==> config.mk <==
export PLATFORM = sky130hd
export DESIGN_NAME = msx_clken_sequencer
export DESIGN_NICKNAME = d
export VERILOG_FILES = /design/src/rtl/msx_clken_sequencer.sv
export SDC_FILE = /design/constraint.sdc
export NUM_CORES = 1
export LEC_CHECK = 0
export ABC_CLOCK_PERIOD_IN_PS = 4800
export CORE_MARGIN = 10
export CORE_UTILIZATION = 59
export DETAILED_ROUTE_END_ITERATION = 16
export PLACE_DENSITY = 0.79
export RECOVER_POWER = 50
export SYNTH_ARGS = -nofsm -noshare
export SYNTH_HDL_FRONTEND = slang
export SYNTH_SLANG_ARGS = --single-unit
==> constraint.sdc <==
create_clock -name i_CLK -period 4.8 [get_ports i_CLK]
set_clock_uncertainty 0.1 [all_clocks]
set_input_delay 0.72 -clock i_CLK [delete_from_list [all_inputs] [get_ports i_CLK]]
set_output_delay 0.72 -clock i_CLK [all_outputs]
set_load 0.05 [all_outputs]
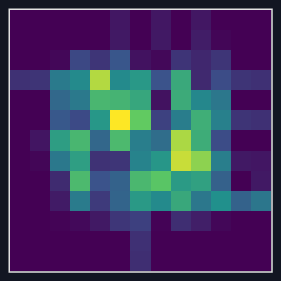
Fig. 1. Routed metal per tile.
(4 px per um) 13 x 13 tiles, from dark purple (low) to yellow (high), scaled to the fullest tile. Values are wire area over tile area, all layers added.
densest ninth of the die: center
tiles over half the peak: 16%
mean over tiles: 0.077
GRT Total Usage: 10.2%
via count: 777
Post-Route WL: 2.10 mm

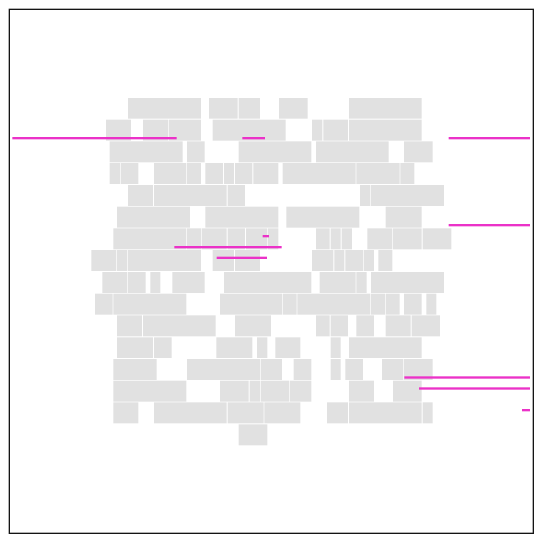
Fig. 2. Signal wires on met3.
(8 px per um)
nets with wire on the layer: 7
share of all routed wire: 4.4%
main direction: horizontal
longest straight run: 20.2 um
met3 Use GR: 3.39%

==> ci_impl_report.md <==
## PnR job results

| Metric | Value |
|---|---|
| TNS Setup | `0 ns` |
| Final WS setup | `2.34 ns` |
| MUX share of area | `between 4 and 5%` |
| GR Util met2 | `17.3%` |
| Max VDD drop | `377 uV` |
| Detailed Route Iter0 Violations | `16` |
| Levels on crit path | `1` |
| WL met2 | `1.08 mm` |
| Synth top area cells | `dfrtp_1, ha_1, xnor2_1` |
| Via density | `~5.5` |
| Synthesis warning total | `0` |
| Area after DPL | `0.00133 mm2` |
| Crit Path Category | `reg2out` |
| CP peak stage delay | `0.85 ns` |
| Cell count after synthesis | `between 100 and 150` |
| Final #Nets | `125` |
| Most numerous logic cells after layout | `dfrtp_1, inv_1, xnor2_1, clkdlybuf4s50_1, nand2_1` |
| GP Congestion | `0.760` |
| Synth Register Bits | `24` |
| Vias in the first global route | `789` |
| Final min period | `2.46 ns` |
| Post-synthesis simple-gate area fraction | `15.8%` |
| Root buf cell | `clkbuf_4` |
| Placement Setup Slack | `roughly 2.7 ns` |
| Seq share, synth | `49.5%` |
| Commonest flop | `dfrtp_1` |
| Die area | `0.00427 mm2` |
| Synth Area in Compound Gates | `13.9%` |
| N_diodes | `0` |
| Pleak | `0.000597 uW` |
| Cts bufs inserted | `3` |
| Post-route cell area | `0.00135 mm2` |
| Fmax | `407 MHz` |
| Fin crit share | `51.2%` |
| Final Hold Violation Tally | `0` |
| Synth Cell Area | `0.00121 mm2` |
| Worst min path class | `reg2reg` |
| Async SR Flop Fraction | `100%` |
| Slowest cell on the critical path | `clkdlybuf4s50_1` |
| First-pass GRT wire length | `3.51 mm` |
| Hold-fix buffers at CTS | `0` |
| Worst-path clk slew | `0.13 ns` |
| Post-CTS sizing | `0` |
| Fillers | `160` |
| Slew @ Worst Pin | `1.17 ns` |
| Status | `finished clean` |
| Pwr dens | `around 630 mW/mm2` |
| Detailed Place HPWL | `1.52 mm` |
| GR peak layer | `met2` |
| Most common cell in the synthesized netlist | `dfrtp_1` |
| Clk buf depth | `2` |
| WL met3 | `91 um` |
| EDFF count, synth | `0` |
| Largest area contributor in the synthesized netlist | `dfrtp_1` |
| Final Setup Violations | `0` |
| Share of cells above drive strength 1 | `11.4%` |
| MaxCap Viol Count | `0` |
| CTS tree | `yes` |
| Top cells by count | `dfrtp_1, inv_1, xnor2_1` |
| DR WL/cell | `14.9 um` |
| RSZ-0062 raised after global routing | `false` |
| Crit path DRT | `3.98 ns` |
| Layout Utilization | `68.6%` |
| Most numerous logic cell after layout | `dfrtp_1` |
| FA/HA/MAJ Cells, Area Fraction | `6.19%` |
| Crit. End Element | `output pin` |
| Slew Viols, Final | `0` |
| Die span in x | `65.3 um` |
| Largest logic family | `simple AND/OR/NAND/NOR gates` |
| Area share, top type | `49.5%` |
| Sink Count | `24` |
| IO Port Bufs | `10` |
| Die height | `65.3 um` |
| Buffer and inverter count on the worst path | `1` |
| Number of setup buffers added after CTS | `0` |
| Largest register FFs | `10` |
| WHS Path Cells | `0` |
| Slew headroom | `between 20% and 30%` |
| Drt pass-1 iters | `4` |
| Top Ports | `11` |
| Crit path cell chain | `clkdlybuf4s50_1` |
| Skew-Pair Late Insertion Delay | `0.31 ns` |
| Post-synthesis xor/xnor area fraction | `6.50%` |
| Initial antenna violation count | `0` |
| Highest metal used | `met4` |
| Cells in synth_stat.txt | `102` |
| Yosys cell types | `38` |
| Syn_nets | `112` |
| OpenROAD warnings | `29` |
| Delay-heaviest family, CP | `buffers and inverters` |
| Num rows | `16` |
| Crit path max fanout | `5` |
| R2R cell count | `6` |
| Wire length on met1 | `905 um` |
| Antenna viol nets, final | `0` |
| Total design power | `841 uW` |
| DRC | `0` |
| Initial core utilization | `61.8%` |
| Grt ovf | `0` |
| Worst reg-to-reg setup slack | `between 2 and 2.5 ns` |
| WP data arrival | `1.64 ns` |
[report_power, final]
group / internal [uW] / switching (uW)
Clock: 84.4 / 60.0
Sequential: 265 / 65.0
Combinational: 150 / 216
Total: 500 / 341
[stage by stage]
step / instances / hold WS (ns)
after floorplan: 102 / 0.231
after global placement: 137 / 0.238
after detailed placement: 137 / 0.242
after CTS: 141 / 0.273
after global routing: 141 / 0.296
final: 141 / 0.267
[layout make-up]
type / count / area (um2) / share of cell area [%]
Sequential cell: 24 / 601 / 44.7
Multi-Input combinational cell: 68 / 528 / 39.3
Timing Repair Buffer: 10 / 100 / 7.44
Tap cell: 27 / 33.8 / 2.51
Clock inverter: 1 / 30.0 / 2.23
Inverter: 8 / 30.0 / 2.23
Clock buffer: 3 / 22.5 / 1.67
Power and IR drop assume default switching activity.
